## src/rtl/spec_hist_ckpt_reg.sv

```systemverilog
// spec_hist_ckpt_reg: speculative/committed history pair with mispredict restore and in-flight tracking
module spec_hist_ckpt_reg #(
    parameter int ENTRY_W = 10,
    parameter int DEPTH = 16,
    parameter int MAX_INFLIGHT = 8,
    localparam int HW = ENTRY_W * DEPTH,
    localparam int CW = $clog2(MAX_INFLIGHT + 1)
) (
    input  logic               clk,
    input  logic               rst,
    input  logic               spec_push,
    input  logic [ENTRY_W-1:0] spec_data,
    output logic               spec_ready,
    input  logic               cmt_push,
    input  logic [ENTRY_W-1:0] cmt_data,
    input  logic               cmt_miss,
    output logic [HW-1:0]      hist_spec,
    output logic [HW-1:0]      hist_commit,
    output logic [CW-1:0]      inflight,
    output logic               recovered,
    output logic               err
);
    logic          acc, dec, err_now;
    logic [HW-1:0] cmt_next, spec_next;
    logic [CW:0]   sum, diff;
    logic [CW-1:0] cnt_next;
    always_comb begin
        spec_ready = inflight < CW'(MAX_INFLIGHT);
        acc        = ~cmt_miss & spec_push & (spec_ready | cmt_push);
        dec        = cmt_push & ~cmt_miss;
        cmt_next   = {cmt_data, hist_commit[HW-1:ENTRY_W]};
        spec_next  = {spec_data, hist_spec[HW-1:ENTRY_W]};
        sum        = {1'b0, inflight} + {{CW{1'b0}}, acc};
        // a commit with nothing in flight must not wrap the counter
        diff       = (dec && sum == '0) ? '0 : sum - {{CW{1'b0}}, dec};
        cnt_next   = cmt_miss ? '0 : diff > (CW+1)'(MAX_INFLIGHT) ? CW'(MAX_INFLIGHT) : diff[CW-1:0];
        err_now    = (spec_push & ~cmt_miss & ~acc)
                   | (cmt_push & ~acc & (inflight == '0))
                   | (cmt_miss & (inflight == '0));
    end
    always_ff @(negedge clk or negedge rst) begin
        if (!rst) begin
            hist_spec   <= '0;
            hist_commit <= '0;
            inflight    <= '0;
            recovered   <= 1'b0;
            err         <= 1'b0;
        end else begin
            if (cmt_push) hist_commit <= cmt_next;
            if (cmt_miss) hist_spec <= cmt_push ? cmt_next : hist_commit;
            else if (acc) hist_spec <= spec_next;
            inflight  <= cnt_next;
            recovered <= cmt_miss;
            err       <= err | err_now;
        end
    end
endmodule
```

## config.mk

```make
export PLATFORM = sky130hd
export DESIGN_NAME = spec_hist_ckpt_reg
export DESIGN_NICKNAME = d
export VERILOG_FILES = /design/src/rtl/spec_hist_ckpt_reg.sv
export SDC_FILE = /design/constraint.sdc
export NUM_CORES = 1
export LEC_CHECK = 0
export ABC_AREA = 0
export CORE_AREA = 2 2 185 187
export CTS_BUF_LIST = sky130_fd_sc_hd__clkbuf_4 sky130_fd_sc_hd__clkbuf_8 sky130_fd_sc_hd__clkbuf_16
export CTS_CLUSTER_DIAMETER = 80
export DETAILED_ROUTE_END_ITERATION = 8
export DIE_AREA = 0 0 187 189
export MAX_ROUTING_LAYER = met4
export PLACE_DENSITY = 0.72
export SKIP_CTS_REPAIR_TIMING = 1
export SYNTH_ARGS = -nofsm -noshare
export SYNTH_HDL_FRONTEND = slang
export SYNTH_SLANG_ARGS = --single-unit
export TNS_END_PERCENT = 100
```

## constraint.sdc

```tcl
create_clock -name clk -period 4.8 [get_ports clk]
set_input_delay 0.48 -clock clk [delete_from_list [all_inputs] [get_ports clk]]
set_output_delay 0.48 -clock clk [all_outputs]
set_load 0.1 [all_outputs]
```

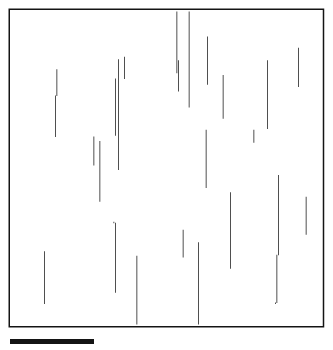
Fig. 1. The metal 4 layer.
Bar = 50 um.
share of all routed wire	2.1%
nets with wire on the layer	13
longest straight run	66.0 um
wire length on this layer	803 um
main direction	vertical

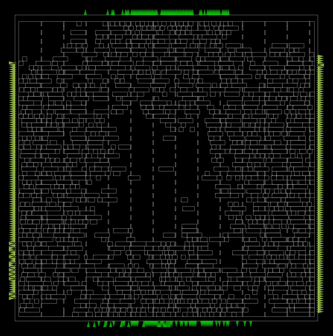
Fig. 2. Cell outlines without signal wires.
non-filler cells, final: 1723
post-layout util: 0.5296
flip-flops: 326

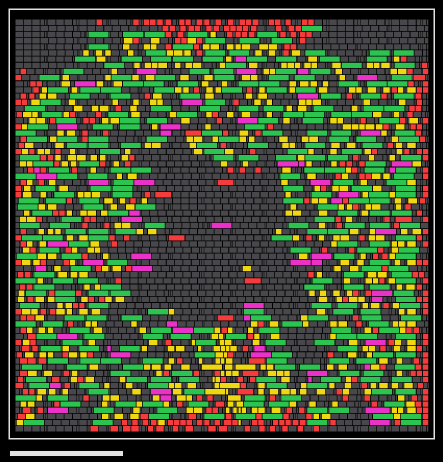
Fig. 3. Cells colored by class.
Bar = 50 um. Fill, decap, tap and diode cells in gray.
class	color	cells
clock drivers and dummy loads	magenta	57
combinational and other logic	yellow	519
remaining buffers and delay cells	red	373
sequential cells	green	326

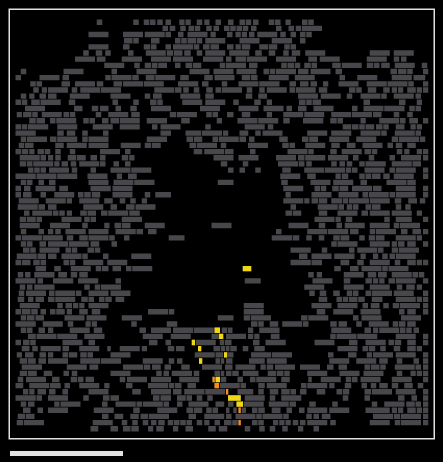
Fig. 4. Gate families picked out.
Bar = 50 um.
family	color	cells	most used	where
inv cells	orange	5	inv_1	south
nor cells	yellow	10	nor3_1	south
most frequent logic cell in the layout: buf_4
Comb/total area: 0.2680

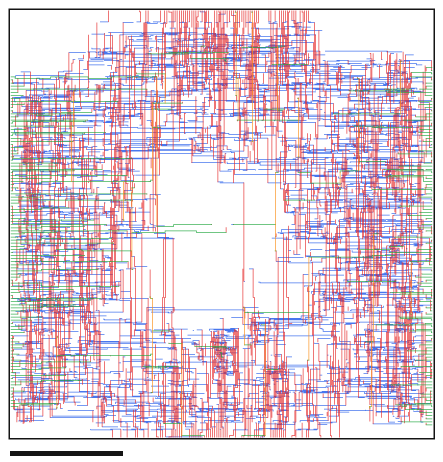
Fig. 5. Wiring by layer.
Bar = 50 um.
layer	color	wire length
metal 4	orange	803 um
metal 1	blue	16400 um
metal 2	red	18800 um
metal 3	green	3270 um
routed len/inst: 22.76 um
via count of the routed design: 9441
DRT Wirelength: 39210 um
Total GRT Usage: 0.2246

==> impl_metrics.csv <==
group,metric,value,unit
outcome,status,"finished, final reports clean",
synth,yosys_warnings,0,
synth,yosys-stat-cells,916,
synth,edf_count,0,
global_routing,grt_overflow,0,
die,dieHeight,189,um
clock_tree,cts_tree,"built",
layout,comb_cells,514,
layout,nNetsFinal,1285,
layout,seq_area_frac,0.4628,
clock_tree,cts_sinks,326,
routing,m1WireLength,16350,um
die,core_area,33280,um2
synth,ys_sh_mux,0.1369,
clock_tree,numCtsBuffers,36,
routing,route.met2.wl,18780,um
worst_hold_path,worst_hold_path_type,"reg -> reg",
worst_setup_path,critical_path_peak_fanout,3,
die,rows,67,
layout,logic_area,4725,um2
worst_setup_path,required,2.75,ns
final_timing,tightest_slew,0.9497,ns
worst_setup_path,path_class,"in -> reg",
worst_setup_path,reg2reg_slack,2.39,ns
worst_setup_path,worstSetupEndpointType,"flop",
synth,yosys-top-cells-count,"dfrtn_1, a21o_1, a22o_1, mux2_2, buf_2",
synth,top_area_cell,"dfrtn_1",
synth,synth_cells,916,
worst_setup_path,start_kind,"primary input",
worst_setup_path,path_delay_family,"simple AND/OR/NAND/NOR gates",
worst_hold_path,hold_path_depth,1,
die,dieArea,35340,um2
worst_setup_path,crit_start,"spec_push",
global_routing,grt_util_met2,0.3583,
synth,yosysUniqueCellTypes,28,
worst_setup_path,arrival,2.61,ns
die,ioPinCount,352,
placed_design,pre_cts_slack,-0.3775,ns
worst_hold_path,whs_endpoint,"hist_spec[4]",
synth,yosysMostFrequentCell,"dfrtn_1",
global_routing,grt_pass1_vias,9819,
worst_setup_path,reg2reg_to,"inflight[2]",
layout,buf_share,0.1698,
layout,regArea,8158,um2
layout,nNonClkBuffers,373,
worst_setup_path,rr_worst_depth,11,
placed_design,dp.cells,1666,
clock_tree,clk_path_buf_depth,3,
layout,clk_share,0.06637,
synth,ff_type,"dfrtn_1",
placed_design,hpwl,26300,um
final_timing,skew,0.008424,ns
final_timing,final-hold-violation-count,0,
layout,inv_count,5,
global_routing,use_met1,0.2823,
placed_design,post_dp_cell_area,16460,um2
global_routing,grt_first_pass_wirelength,60610,um
layout,syn_to_final_growth,33.97,%
flow_run,max-cap-violations,0,
synth,postSynthSeqShare,0.6200,
synth,simple_gate_area_frac,0.009604,
worst_setup_path,path_buffers,3,
routing,firstDrtPassIters,5,
worst_setup_path,worst-path-stages,11,
worst_setup_path,slowest_delay,0.48,ns
synth,yosys.area_share.aoi,0.2014,
final_timing,rsz0062_at_grt,"false",
final_timing,slew_violations,0,
worst_hold_path,hp-start,"hist_spec[4]",
final_timing,setup_viol,0,
clock_tree,h-tree-depth,2,
flow_run,warnings,29,
worst_setup_path,worst_path_most_repeated_cell,"ha_4",
global_routing,antenna_found_initial,0,
final_timing,holdWs,0.4273,ns
synth,ys_top_cells_by_area,"dfrtn_1, mux2_2, a22o_1",
worst_setup_path,cp_cell_sequence,"clkdlybuf4s50_1 > inv_1 > nor3_4 > ha_4 > ha_4 > inv_4 > ha_4 > or4b_1 > o21ai_2 > a211o_1 > nor3_1",
die,taps,448,
layout,drive_gt1_frac,0.4541,
synth,async_flop_share,1.000,
layout,dominant_cells,"registers",
synth,yosys.area.top_type_share,0.6200,
worst_setup_path,cp-endpoint,"inflight[2]",
synth,synthTopLogicFamily,"AND-OR/OR-AND gates",
placed_design,portBuffers,351,
placed_design,gp_congestion,0.8227,
final_timing,setup-tns-final,0,ns
routing,highest_layer,"met4",
clock_tree,cts.clk_slew.worst_paths,0.05,ns
layout,fillers,2824,
worst_setup_path,r2r_start,"inflight[3]",
die,die_x,187,um
